## config.mk

```make
export PLATFORM = sky130hd
export DESIGN_NAME = reg_file_param_flat
export DESIGN_NICKNAME = d
export VERILOG_FILES = /design/src/rtl/reg_file_pkg.sv /design/src/rtl/reg_file_param_if.sv /design/src/rtl/reg_file_param.sv /design/src/flat_wrapper.sv
export SDC_FILE = /design/constraint.sdc
export NUM_CORES = 1
export LEC_CHECK = 0
export CORE_MARGIN = 1.5
export CORE_UTILIZATION = 35
export DETAILED_ROUTE_END_ITERATION = 10
export GPL_ROUTABILITY_DRIVEN = 0
export RECOVER_POWER = 50
export SLEW_MARGIN = 25
export SYNTH_ARGS = -nofsm -noshare
export SYNTH_HDL_FRONTEND = slang
export SYNTH_SLANG_ARGS = --single-unit
```

## constraint.sdc

```tcl
create_clock -name clk -period 3.8 [get_ports clk]
set_input_delay 0.76 -clock clk [delete_from_list [all_inputs] [get_ports clk]]
set_output_delay 0.76 -clock clk [all_outputs]
set_load 0.02 [all_outputs]
```

## src/rtl/reg_file_pkg.sv

```systemverilog
// Shared types and helpers for the parametrised register file: state encoding,
// default geometry and the byte-merge used by both the write and bypass paths.
package reg_file_pkg;

    localparam int DATA_W_DEF = 32;
    localparam int ADDR_W_DEF = 5;
    localparam int DEPTH      = 2 ** ADDR_W_DEF;
    localparam int BE_W       = DATA_W_DEF / 8;

    // Widest register the shared merge helper handles; instances zero-extend into it.
    localparam int MAX_DATA_W = 256;
    localparam int MAX_BE_W   = MAX_DATA_W / 8;

    typedef enum logic [0:0] {
        SWEEP = 1'b0,
        IDLE  = 1'b1
    } rf_state_e;

    function automatic int depth_of(input int addr_w);
        return 1 << addr_w;
    endfunction

    function automatic int be_w_of(input int data_w);
        return data_w / 8;
    endfunction

    function automatic logic [MAX_DATA_W-1:0] byte_merge(
        input logic [MAX_DATA_W-1:0] nw,
        input logic [MAX_BE_W-1:0]   be,
        input logic [MAX_DATA_W-1:0] old
    );
        logic [MAX_DATA_W-1:0] res;
        res = old;
        for (int i = 0; i < MAX_BE_W; i++) begin
            if (be[i]) res[8*i +: 8] = nw[8*i +: 8];
        end
        return res;
    endfunction

endpackage

```

## src/rtl/reg_file_param_if.sv

```systemverilog
// Bus bundle between decode/writeback and the register file.
interface reg_file_param_if
    import reg_file_pkg::*;
#(
    parameter int DATA_W = DATA_W_DEF,
    parameter int ADDR_W = ADDR_W_DEF,
    parameter int NUM_RD = 2
);

    // Handshake: wr_en is a single-cycle strobe with no ready; the file either
    // commits the write at the edge or reports its loss with wr_drop one cycle
    // later. busy=1 means writes are refused and every read port returns 0.
    logic                         clear;
    logic                         busy;
    logic                         wr_en;
    logic [ADDR_W-1:0]            wr_addr;
    logic [DATA_W-1:0]            wr_data;
    logic [be_w_of(DATA_W)-1:0]   wr_be;
    logic                         wr_drop;
    logic [NUM_RD*ADDR_W-1:0]     rd_addr;
    logic [NUM_RD*DATA_W-1:0]     rd_data;

    modport master (
        output clear, wr_en, wr_addr, wr_data, wr_be, rd_addr,
        input  busy, wr_drop, rd_data
    );

    modport slave (
        input  clear, wr_en, wr_addr, wr_data, wr_be, rd_addr,
        output busy, wr_drop, rd_data
    );

endinterface

```

## src/rtl/reg_file_param.sv

```systemverilog
// Multi-port register file with byte enables, write bypass, optional zero
// register and a sequential sweep that zeroes the array after reset or clear.
module reg_file_param
    import reg_file_pkg::*;
#(
    parameter int DATA_W   = DATA_W_DEF,
    parameter int ADDR_W   = ADDR_W_DEF,
    parameter int NUM_RD   = 2,
    parameter int ZERO_REG = 1,
    parameter int BYPASS   = 1
) (
    input  logic              clk,
    input  logic              rst_n,
    reg_file_param_if.slave   bus,
    output rf_state_e         dbg_state_o,
    output logic [ADDR_W-1:0] dbg_sweep_cnt_o
);

    localparam int              N_ENT    = depth_of(ADDR_W);
    localparam int              N_BE     = be_w_of(DATA_W);
    localparam logic [ADDR_W-1:0] LAST_IDX = ADDR_W'(N_ENT - 1);

    rf_state_e         state_q, state_d;
    logic [ADDR_W-1:0] sweep_cnt_q, sweep_cnt_d;
    logic              wr_drop_q, wr_drop_d;

    logic [DATA_W-1:0] mem [N_ENT];

    logic              sweeping;
    logic              wr_zero_hit;
    logic              wr_accept;
    logic [DATA_W-1:0] wr_merged;
    logic [DATA_W-1:0] rd_arr [NUM_RD];

    function automatic logic [DATA_W-1:0] merge(
        input logic [DATA_W-1:0] nw,
        input logic [N_BE-1:0]   be,
        input logic [DATA_W-1:0] old
    );
        return DATA_W'(byte_merge(MAX_DATA_W'(nw), MAX_BE_W'(be), MAX_DATA_W'(old)));
    endfunction

    assign sweeping    = (state_q == SWEEP);
    assign wr_zero_hit = (ZERO_REG != 0) && (bus.wr_addr == '0);
    assign wr_accept   = bus.wr_en && !sweeping && !bus.clear && !wr_zero_hit;
    assign wr_merged   = merge(bus.wr_data, bus.wr_be, mem[bus.wr_addr]);
    assign wr_drop_d   = bus.wr_en && (sweeping || bus.clear);

    always_comb begin
        state_d     = state_q;
        sweep_cnt_d = sweep_cnt_q;
        if (bus.clear) begin
            state_d     = SWEEP;
            sweep_cnt_d = '0;
        end else if (sweeping) begin
            if (sweep_cnt_q == LAST_IDX) begin
                state_d     = IDLE;
                sweep_cnt_d = '0;
            end else begin
                sweep_cnt_d = sweep_cnt_q + ADDR_W'(1);
            end
        end
    end

    always_ff @(posedge clk or negedge rst_n) begin
        if (!rst_n) begin
            state_q     <= SWEEP;
            sweep_cnt_q <= '0;
            wr_drop_q   <= 1'b0;
        end else begin
            state_q     <= state_d;
            sweep_cnt_q <= sweep_cnt_d;
            wr_drop_q   <= wr_drop_d;
        end
    end

    // No reset on the array: while rst_n is low the FSM sits in SWEEP, so the
    // only write that can happen is a harmless zero and user writes are lost.
    always_ff @(posedge clk) begin
        if (sweeping) begin
            mem[sweep_cnt_q] <= '0;
        end else if (wr_accept) begin
            mem[bus.wr_addr] <= wr_merged;
        end
    end

    for (genvar k = 0; k < NUM_RD; k++) begin : g_rd
        logic [ADDR_W-1:0] raddr;
        logic [DATA_W-1:0] stored;
        logic [DATA_W-1:0] rdata;

        assign raddr  = bus.rd_addr[k*ADDR_W +: ADDR_W];
        assign stored = mem[raddr];

        always_comb begin
            rdata = stored;
            if (sweeping) begin
                rdata = '0;
            end else if ((ZERO_REG != 0) && (raddr == '0)) begin
                rdata = '0;
            end else if ((BYPASS != 0) && wr_accept && (bus.wr_addr == raddr)) begin
                rdata = merge(bus.wr_data, bus.wr_be, stored);
            end
        end

        assign rd_arr[k] = rdata;
    end

    always_comb begin
        bus.rd_data = '0;
        for (int k = 0; k < NUM_RD; k++) begin
            bus.rd_data[k*DATA_W +: DATA_W] = rd_arr[k];
        end
    end

    assign bus.busy        = sweeping;
    assign bus.wr_drop     = wr_drop_q;
    assign dbg_state_o     = state_q;
    assign dbg_sweep_cnt_o = sweep_cnt_q;

endmodule

```

## src/flat_wrapper.sv

```systemverilog
// flat-port wrapper written by rule: the top's interface ports become plain ports
module reg_file_param_flat import reg_file_pkg::*;
#(
    parameter int DATA_W   = DATA_W_DEF,
    parameter int ADDR_W   = ADDR_W_DEF,
    parameter int NUM_RD   = 2,
    parameter int ZERO_REG = 1,
    parameter int BYPASS   = 1
)
  (clk, rst_n, dbg_state_o, dbg_sweep_cnt_o, bus_clear, bus_wr_en, bus_wr_addr, bus_wr_data, bus_wr_be, bus_rd_addr, bus_busy, bus_wr_drop, bus_rd_data);
  reg_file_param_if #(.DATA_W(DATA_W), .ADDR_W(ADDR_W), .NUM_RD(NUM_RD)) bus_i ();
  input  logic clk;
  input  logic rst_n;
  output rf_state_e dbg_state_o;
  output logic [ADDR_W-1:0] dbg_sweep_cnt_o;
  input wire logic [$bits(bus_i.clear)-1:0] bus_clear;
  input wire logic [$bits(bus_i.wr_en)-1:0] bus_wr_en;
  input wire logic [$bits(bus_i.wr_addr)-1:0] bus_wr_addr;
  input wire logic [$bits(bus_i.wr_data)-1:0] bus_wr_data;
  input wire logic [$bits(bus_i.wr_be)-1:0] bus_wr_be;
  input wire logic [$bits(bus_i.rd_addr)-1:0] bus_rd_addr;
  output wire logic [$bits(bus_i.busy)-1:0] bus_busy;
  output wire logic [$bits(bus_i.wr_drop)-1:0] bus_wr_drop;
  output wire logic [$bits(bus_i.rd_data)-1:0] bus_rd_data;
  assign bus_i.clear = bus_clear;
  assign bus_i.wr_en = bus_wr_en;
  assign bus_i.wr_addr = bus_wr_addr;
  assign bus_i.wr_data = bus_wr_data;
  assign bus_i.wr_be = bus_wr_be;
  assign bus_i.rd_addr = bus_rd_addr;
  assign bus_busy = bus_i.busy;
  assign bus_wr_drop = bus_i.wr_drop;
  assign bus_rd_data = bus_i.rd_data;
  reg_file_param #(.DATA_W(DATA_W), .ADDR_W(ADDR_W), .NUM_RD(NUM_RD), .ZERO_REG(ZERO_REG), .BYPASS(BYPASS)) u_core (.clk(clk), .rst_n(rst_n), .bus(bus_i), .dbg_state_o(dbg_state_o), .dbg_sweep_cnt_o(dbg_sweep_cnt_o));
endmodule
```

==> run_1/pdn.png <==
Bar = 100 um. Pins as bars on the die edge.
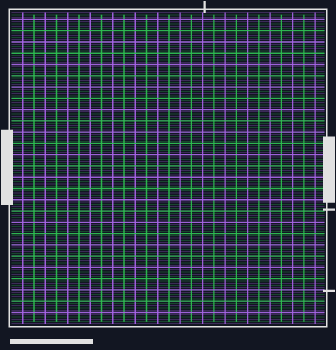
Purple shows VSS. Green shows VDD.
The core has 138 rows. 27 straps on met5. 27 straps on met4. 139 met1 rails follow the rows. 127 signal pins sit on the boundary.
Die Wd: 381.3 um
core area: 141800 sq um
chip height: 381.3 um

==> run_1/cell_classes.png <==
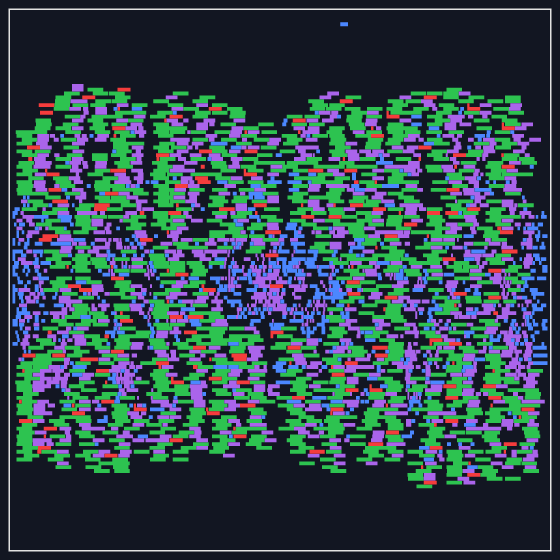
Red shows clock drivers and dummy loads, cells 196. Blue shows other buffers and delay cells, cells 685. Purple shows all other logic, cells 1349. Green shows flip-flops, cells 1031.
row count: 138
design area: 62310 sq um
Seq/total area: 49.63%
fin util: 43.96%

==> run_1/clock_map.png <==
Bar = 100 um.
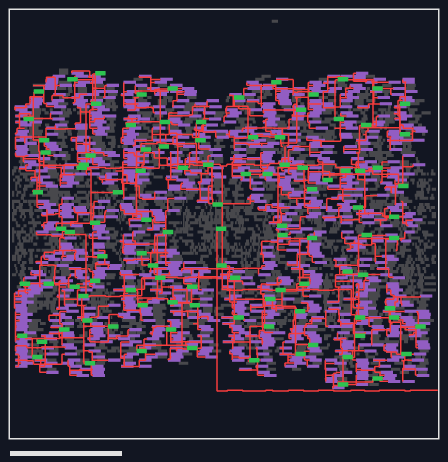
Red shows clock wires, length 12700 um. Purple shows flip-flops, count 1031. Green shows cells driving clock nets, count 105.
There are 106 routed clock nets.
Worst-Skew Late Latency: 0.69 ns
P_clk: 10.3 mW
clock skew: 0.01704 ns
Clk pwr share: 40.9%

==> run_results.csv, run 1 <==
group,metric,value,unit
run_status,violations,"negative setup slack",
clock_tree,cts_tree,"done",
yosys,ys_cells,2577,
final_timing,setup_slack,-0.02924,ns
clock_tree,clk_pin_slew,0.06,ns
final_timing,worst_pin_slew,0.9598,ns
run_status,status,"finished, violations left",
yosys,edf_count,1024,
route,drt_first_pass_iters,5,
final_timing,final-setup-viol-count,8,
clock_tree,cts-buffers-inserted,105,
yosys,syn_area,50090,sq um
yosys,yosys_warnings,0,
critical_path,r2r-start,"u_core.dbg_state_o",
yosys,synthTopCellsByArea,"edfxtp_1, mux4_2, mux2i_1, mux2_2, nor2_1",
final_timing,rsz0062_at_grt,"true",
route,drtAntennaViolNets,0,
route,viasPerCell,5.806,
route,drt-total-wl,152700,um
yosys,ys_chip_area,50090,sq um
power,power,25.20,mW
grt,grt_use_total,20.92,%
yosys,synth_flops,1031,
cells_and_area,nets,3229,
## run 1: area by class of cell
type                            instances  area (sq um)  share of cell area (%)
Sequential cell                      1031         30930                   49.63
Inverter                               28         116.4                  0.1867
Clock buffer                          125          2788                   4.474
Tap cell                             1890          2365                   3.795
Multi-Input combinational cell       1321         18660                   29.95
Clock inverter                         71         605.6                  0.9718
Timing Repair Buffer                  685          6848                   10.99
## run 1: through the flow
step	setup WS (ns)	hold WS, ns	TNS (ns)	area (sq um)	cells
floorplan	0.2843	0.4644	0	50090	2577
global placement	-0.8170	0.7759	-167.61	57500	4895
detailed placement	-0.7334	0.8129	-191.85	57500	4895
CTS	-0.1010	0.2918	-0.7474	62030	5127
global route	-0.07565	0.3799	-0.9827	62310	5151
finish	-0.02924	0.4011	-0.1574	62310	5151
## run 1: final timing paths
path | endpoint | slack (ns) | cells after the start
max in group asynchronous | u_core.dbg_state_o | 3.13 | 1
min | u_core.dbg_sweep_cnt_o[3] | 0.40 | 1
min reg2reg | u_core.dbg_sweep_cnt_o[4] | 0.75 | 2
max | bus_rd_data[48] | -0.03 | 11
min in group clk | u_core.bus.wr_drop | 0.65 | 2
max reg2reg | u_core.mem[21][15] | 0.12 | 7
## run 1: metal layers
layer / GRT usage [%] / routed length, um / up-vias
met4: 4.825 / 3236 / 2
met3: 5.390 / 15850 / 211
met1: 30.10 / 63760 / 15957
li1: - / - / 12165
met5: 0 / 12 / -
met2: 31.84 / 69790 / 1573
## run 1: cells in the mapped netlist (7+ instances only)
master and instances:
edfxtp_1 1024, dfrtp_1 7, nor2_1 148, a2111oi_0 16, a211o_1 9, nand2b_1 7
nor3_1 7, buf_1 9, clkbuf_1 76, xor2_1 10, inv_1 25, and2_1 33
buf_2 79, buf_4 27, o21ai_0 13, mux4_2 534, nand2_1 61, mux2i_1 199
a221oi_1 8, a211oi_1 20, nor2b_1 24, mux2_2 120, o22ai_1 48
## run 1: logic make-up (layout without fill, tap and decap cells)
group / after synthesis / count (layout) / synth area share, %
adder cells (fa/ha/maj): 2 / 2 / 0.04995
XOR/XNOR: 10 / 10 / 0.1748
multiplexers: 863 / 863 / 31.07
buffers and inverters: 225 / 909 / 2.211
AND-OR/OR-AND: 136 / 136 / 1.911
AND/OR/NAND/NOR: 310 / 310 / 2.845
flip-flops: 1031 / 1031 / 61.74
## run 1: worst max-delay path: stages
cell and delay [ns]:
buf_16 0.14, buf_16 0.17, buf_12 0.13, buf_12 0.10
buf_16 0.12, mux4_2 0.51, mux4_2 0.48, inv_2 0.12
o22ai_2 0.09, mux2_4 0.29, buf_6 0.13
## run 1: sequential cells by signal (all words and copies together), names as in the netlist
signal	cells
u_core.bus.wr_drop	1
u_core.dbg_sweep_cnt_o	5
u_core.dbg_state_o	1
u_core.mem	1024
## run 1: power breakdown
part | switching [mW] | internal (mW)
Sequential | 0.0609 | 12.5
Clock | 4.41 | 5.90
Combinational | 1.17 | 1.21
## run 1: what timing repair did
action                                  in CTS  in global routing
pin swaps                                    2                  4
gates cloned                                11                  1
gates resized                              337                152
hold endpoints to repair                     0                  0
endpoints found under the setup margin      64                 60
setup buffers                               25                 28
==> run 2: changes to the inputs <==
- CAP_MARGIN: not set -> 10
- clock period: 3.8 -> 3.19 ns (I/O delays scaled with it)
==> run_2/metal_stack.png <==
Bar = 100 um.
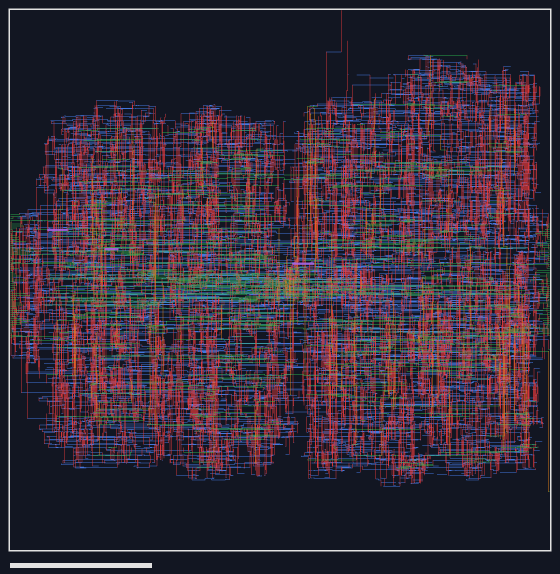
Orange shows met4, wire length 4360 um. Purple shows met5, wire length 35.0 um. Red shows met2, wire length 73.6 mm. Green shows met3, wire length 17500 um. Blue shows met1, wire length 64.4 mm.
WL/cell: 30.24 um
final wirelength: 159900 um
vias: 30922
GRT Util Overall: 21.35%

==> run 2 against run 1 <==
Compared with the run above: the run still ends with negative setup slack left; sequential share of layout area decreased by 2.9 points; worst setup slack got worse by 0.26 ns; die area unchanged; sequential power up 19%; hold slack worse by 0.21 ns; clock power up about 20%; clock-buffer cell count down 1; combinational power grew 35%; cell area increased by 6.2%; critical path depth is 2 higher; critical path type unchanged; clock skew up 0.0081 ns.
==> run_results.csv, run 2 <==
group,metric,value,unit
run_status,status,"finished, violations left",
run_status,violations,"negative setup slack",
cells_and_area,finalNonFillerCells,5288,
final_timing,rsz0062_at_grt,"true",
cells_and_area,seqCellArea,30930,sq um
clock_tree,cts-buffers-inserted,106,
final_timing,final-setup-viol-count,813,
yosys,ys_top_cells_by_count,"edfxtp_1, mux4_2, mux2i_1",
yosys,syn_area,50090,sq um
clock_tree,clk_pin_slew,0.06,ns
cells_and_area,regMostFlops,"u_core.mem",
floorplan,die_height,381.3,um
cells_and_area,nets,3360,
critical_path,critical_path.most_common_cell,"buf_4",
floorplan,fp-row-count,138,
placed_design,dpl-instance-area,57910,sq um
critical_path,slowest_delay,0.31,ns
floorplan,chipWidth,381.3,um
grt,antenna_found_initial,8,
job,drv_cap,0,
route,drt_first_pass_iters,6,
placed_design,preCtsSetupSlack,-1.294,ns
critical_path,reg2reg_depth,10,
hold_path,holdPathEnd,"u_core.bus.wr_drop",
yosys,synthTopCellsByArea,"edfxtp_1, mux4_2, mux2i_1, mux2_2, nor2_1",
yosys,yosys_warnings,0,
critical_path,path_cells,"buf_4 > buf_4 > xor2_1 > a211oi_2 > buf_4 > o2111a_2 > buf_12 > buf_12 > buf_8 > buf_6 > a2111oi_4 > a211o_1 > buf_6",
yosys,edf_count,1024,
critical_path,r2r-start,"u_core.dbg_state_o",
critical_path,worst-r2r-setup-slack,-0.23,ns
cells_and_area,fin_util,46.69,%
cells_and_area,logic_area,19950,sq um
route,viasPerCell,5.848,
final_timing,fin_tns_setup,-69.29,ns
floorplan,num_io_pins,127,
power,leakagePower,23.50,nW
final_timing,setup_slack,-0.2856,ns
final_timing,relSlewSlack,53.20,%
yosys,ys_chip_area,50090,sq um
floorplan,coreArea,141800,sq um
yosys,top_cell,"edfxtp_1",
route,drtAntennaViolNets,0,
cells_and_area,largest_reg_flops,1024,
job,warning_count,29,
yosys,ys_cells,2577,
placed_design,dp_cells,4880,
cells_and_area,postLayoutCellArea,66190,sq um
hold_path,whs_path_depth,2,
==> run_2/final_clocks.png <==
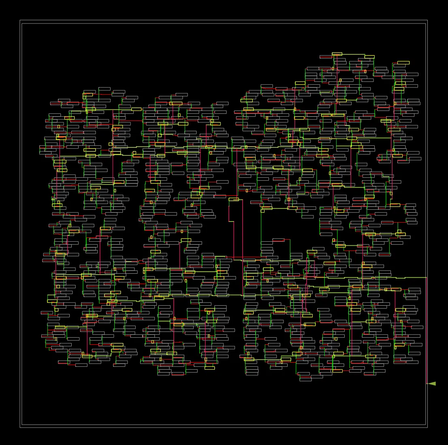
Worst-Skew Late Latency: 0.71 ns
P_clk: 12.4 mW

## run 2: logic make-up after synthesis
family	Yosys count	synth area share, %
buf+inv	225	2.211
mux	863	31.07
simple gates	310	2.845
xor+xnor	10	0.1748
compound gates	136	1.911
flops	1031	61.74
fa+ha+maj	2	0.04995
## run 2: power breakdown
group          leakage (nW)  switching (mW)  total, mW  internal (mW)
registers              10.3          0.0732       14.9           14.8
clock network          1.68            5.33       12.4           7.06
logic                  11.5            1.56       3.21           1.65
total                  23.5            6.96       30.5           23.6
## run 2: stage by stage
stage / hold slack [ns] / total power [mW]
after floorplan: 0.3424 / 16.67
after global placement: 0.7766 / 17.76
after detailed placement: 0.8045 / 17.80
after CTS: 0.1415 / 30.44
after global routing: 0.1898 / 31.32
final: 0.1940 / 30.51
## run 2: metal layers
layer / wire (um) / vias to the layer above / track usage (%)
met5: 34 / - / 0
met1: 64390 / 16413 / 30.14
met2: 73600 / 1769 / 32.45
met3: 17540 / 269 / 5.912
met4: 4361 / 6 / 5.784
li1: - / 12465 / -
## run 2: worst max path at each step
stage                                  start         endpoint  slack (ns)  cells after the start
after detailed placement      bus_wr_addr[4]  bus_rd_data[29]       -1.29                      9
after global placement        bus_wr_addr[4]  bus_rd_data[29]       -1.33                      9
after floorplan               bus_rd_addr[6]  bus_rd_data[36]       -0.08                      8
final                         bus_wr_addr[4]  bus_rd_data[25]       -0.29                     13
after global routing      u_core.dbg_state_o  bus_rd_data[25]       -0.33                     10
after CTS                 u_core.mem[15][17]  bus_rd_data[49]       -0.38                      6
## run 2: timing repair
item                       in CTS  in global routing
setup endpoints to repair     414                187
resized                       783                225
buffers inserted              114                 79
gates cloned                    9                 12
pin swaps                      42                 45
hold endpoints to repair        0                  0
## run 2: critical path: cells and delay by family
family	cells	cell delay, ns
compound gates	4	0.89
xor+xnor	1	0.16
buf+inv	8	1.13
## run 2: area by class of cell
class                      count  area share, %
antenna                        3        0.01134
clock buffer                 124          4.206
clock inverter                76          1.007
inverter                      28         0.2136
multi-input combinational   1321          30.15
sequential                  1031          46.72
tap                         1890          3.573
timing repair buffer         815          14.12
Power and IR drop assume default switching activity.
